==> run_1/route_heat.png <==
The bar under the picture is 20 µm long. The die is cut into 23 by 18 equal tiles; dark purple is low, yellow is high, scaled to the fullest tile. Values are wire area over tile area, all layers added.
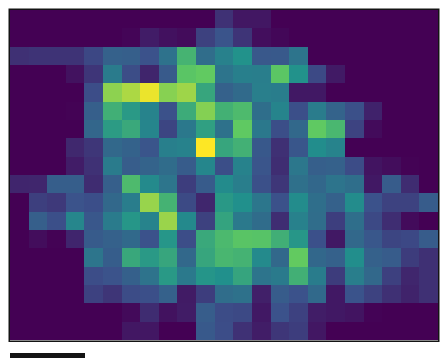
==> run_1/sizing.png <==
The bar under the picture is 20 µm long.
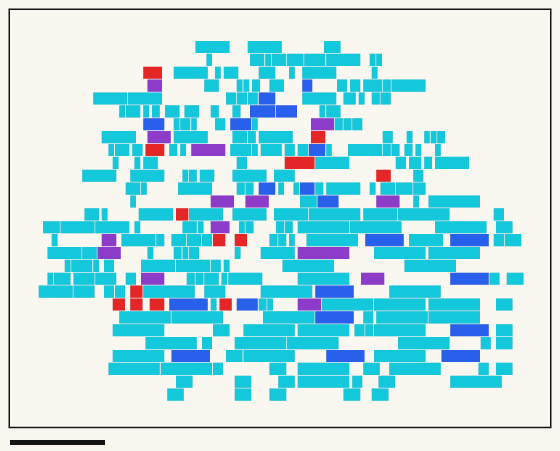
==> run_1/placed.png <==
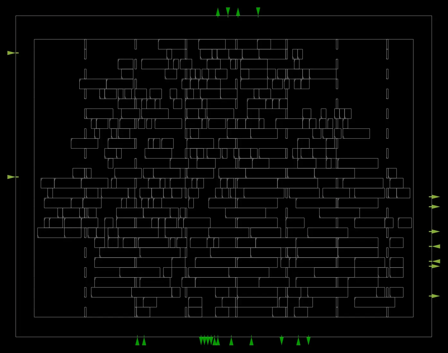
==> config.mk <==
export PLATFORM = sky130hd
export DESIGN_NAME = scancode_frame_ctrl
export DESIGN_NICKNAME = d
export VERILOG_FILES = /design/src/rtl/scancode_frame_ctrl.sv
export SDC_FILE = /design/constraint.sdc
export NUM_CORES = 1
export LEC_CHECK = 0
export ABC_CLOCK_PERIOD_IN_PS = 2800
export CAP_MARGIN = 20
export CORE_ASPECT_RATIO = 0.75
export CORE_MARGIN = 5
export CORE_UTILIZATION = 40
export DETAILED_ROUTE_END_ITERATION = 7
export HOLD_SLACK_MARGIN = 0.12
export PLACE_DENSITY_LB_ADDON = 0.25
export SLEW_MARGIN = 20
export SYNTH_ARGS = -nofsm -noshare
export SYNTH_HDL_FRONTEND = slang
export SYNTH_SLANG_ARGS = --single-unit
==> constraint.sdc <==
create_clock -name clk -period 2.8 [get_ports clk]
set_input_delay 0.28 -clock clk [delete_from_list [all_inputs] [get_ports clk]]
set_output_delay 0.28 -clock clk [all_outputs]
set_load 0.02 [all_outputs]
==> impl_metrics.json, run 1 <==
{
  "status": "finished clean",
  "logic_family": "simple AND/OR/NAND/NOR gates",
  "r2r_setup_slack_ns": 0.58,
  "die_w_um": 114,
  "comb_cell_power_w": 0.000788,
  "clkTransAtPathRegs_ns": 0.08,
  "port_buffers": 25,
  "fp.dieArea_um2": 10000,
  "synthTopCellsByArea": "edfxtp_1, dfxtp_1, mux4_2",
  "flop_cell": "edfxtp_1",
  "gr-usage-met2_pct": 17.5,
  "global_route.usage.met1_pct": 17.4,
  "timing.max_cap.violations": 0,
  "logic_gate_count": 162,
  "grt-ovfl-total": 0,
  "whs_ns": 0.497,
  "cts_resized": 0,
  "fin_tns_setup_ns": 0,
  "netlist.top_cell.by_area": "edfxtp_1",
  "syn_area_per_cell_um2": 12.5,
  "synth_warnings": 0,
  "antenna_cells": 0,
  "p_int_w": 0.00206,
  "synth_seq_share_pct": 57.9,
  "route.met2.wl_mm": 2.49,
  "clock_area_share_pct": 5.43,
  "grt_max_degree": 20,
  "ys_sh_simple_pct": 18.4,
  "synthMuxAreaShare_pct": 7.89,
  "swShare_pct": 29.6,
  "clk_latency_ns": 0.35,
  "clkSinkCount": 74,
  "cts_buffers": 9,
  "ant_nets": 0,
  "clk-power_w": 0.000858
}
About route_heat.png:
densest ninth of the die: center
mean over tiles: 0.090
tiles over half the peak: 13%
nearly empty tiles: 31%
fullest tile: 0.40
emptiest ninth of the die: upper right
average wire per cell in the routed design: 14.5 µm
vias: 1,978
Total Wirelength: 5.81 mm

About sizing.png:
| color | size | cells |
|---|---|---|
| purple | x6 and larger | 14 |
| red | x3 and x4 | 13 |
| blue | x2 | 21 |
| cyan | x1 and smaller | 249 |
nonclk buf count: 32
Final Cell Area: 3850 µm²
Layout Area Growth over Synthesis: 18.4%
Worst Setup Slack, final: 0.388 ns

About placed.png:
Final Util: 48.6%
Core Area: 7920 µm²

==> run 2, diff against run 1 <==
CTS_CLUSTER_SIZE = 40   (was unset)
RECOVER_POWER = 100   (was unset)
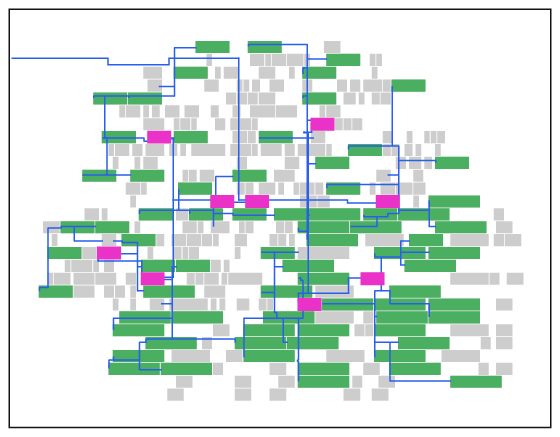
(run_2/clock_wires.png)
[magenta] clock-net drivers | count: 9
[blue] clock wires | length: 856 µm
[green] flip-flops | count: 74
routed clock nets: 10
Clk pwr share: 29.8%
Clock Skew: 0.00984 ns
clock latency on the worst-skew pair: 0.35 ns

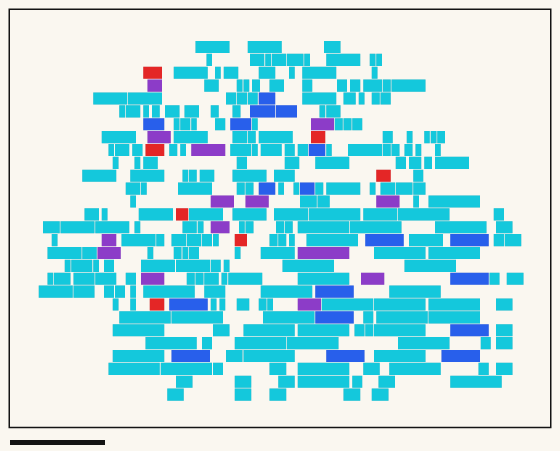
(run_2/sizing.png)
The bar under the picture is 20 µm long.
| color | size | cells |
|---|---|---|
| blue | x2 | 18 |
| purple | x6 and larger | 14 |
| cyan | x1 and smaller | 258 |
| red | x3 and x4 | 7 |
Final Cell Area: 3800 µm²
Layout Area Growth over Synthesis: 17.0%
Worst Setup Slack, final: 0.294 ns

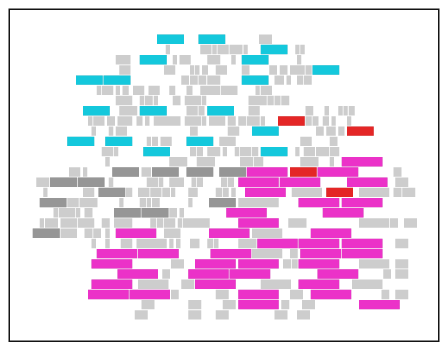
(run_2/ff_map.png)
Other sequential cells in the stronger gray, the rest of the logic in the fainter gray.
| color | name in the netlist | flops |
|---|---|---|
| cyan | idle_cnt | 18 |
| magenta | mem | 40 |
| red | edge_cnt | 4 |
Seq group: 0.00128 W
flop share of the area: 49.5%
register area: 1880 µm²
Final Util: 48.0%

==> impl_metrics.json, run 2 <==
{
  "status": "finished clean",
  "r2r_cells": 10,
  "period_used_pct": 89.5,
  "logic_gate_count": 162,
  "wirelength_mm": 5.81,
  "signal_buffers": 32,
  "die_w_um": 114,
  "swShare_pct": 29.9,
  "synthTopCellsByArea": "edfxtp_1, dfxtp_1, mux4_2",
  "clock_area_share_pct": 5.50,
  "logic_family": "simple AND/OR/NAND/NOR gates",
  "clk-power_w": 0.000854,
  "synthMuxAreaShare_pct": 7.89,
  "grt_max_degree": 20,
  "clkTransAtPathRegs_ns": 0.08,
  "netlist.top_cell.by_area": "edfxtp_1",
  "dr_total_vias": 1971,
  "detail_route.wl_per_cell_um": 14.5,
  "syn_area_per_cell_um2": 12.5,
  "global_route.usage.met1_pct": 17.4,
  "fin_tns_setup_ns": 0,
  "yosysMostFrequentCell": "edfxtp_1",
  "worstPathCellList": "buf_4 > mux4_2 > and2_1 > dlygate4sd3_1",
  "ys_sh_simple_pct": 18.4,
  "timing.max_cap.violations": 0,
  "p_int_w": 0.00201,
  "p_switching_w": 0.000856,
  "grt-ovfl-total": 0,
  "flop_cell": "edfxtp_1",
  "whs_ns": 0.498,
  "comb_cell_power_w": 0.000729,
  "hold_buffers": 0,
  "core_area_um2": 7920,
  "comb_share_pct": 32.9,
  "synth_warnings": 0,
  "synth_seq_share_pct": 57.9,
  "r2r_setup_slack_ns": 0.56,
  "port_buffers": 25,
  "clkSinkCount": 74,
  "antenna_cells": 0,
  "ant_nets": 0,
  "cts_resized": 0,
  "cts_buffers": 9,
  "routabilityCongestion": 0.783,
  "aoi_share_pct": 4.70,
  "critPathArrivalTime_ns": 2.23
}
Power figures rest on the tool's default switching activity, not on a simulated workload.
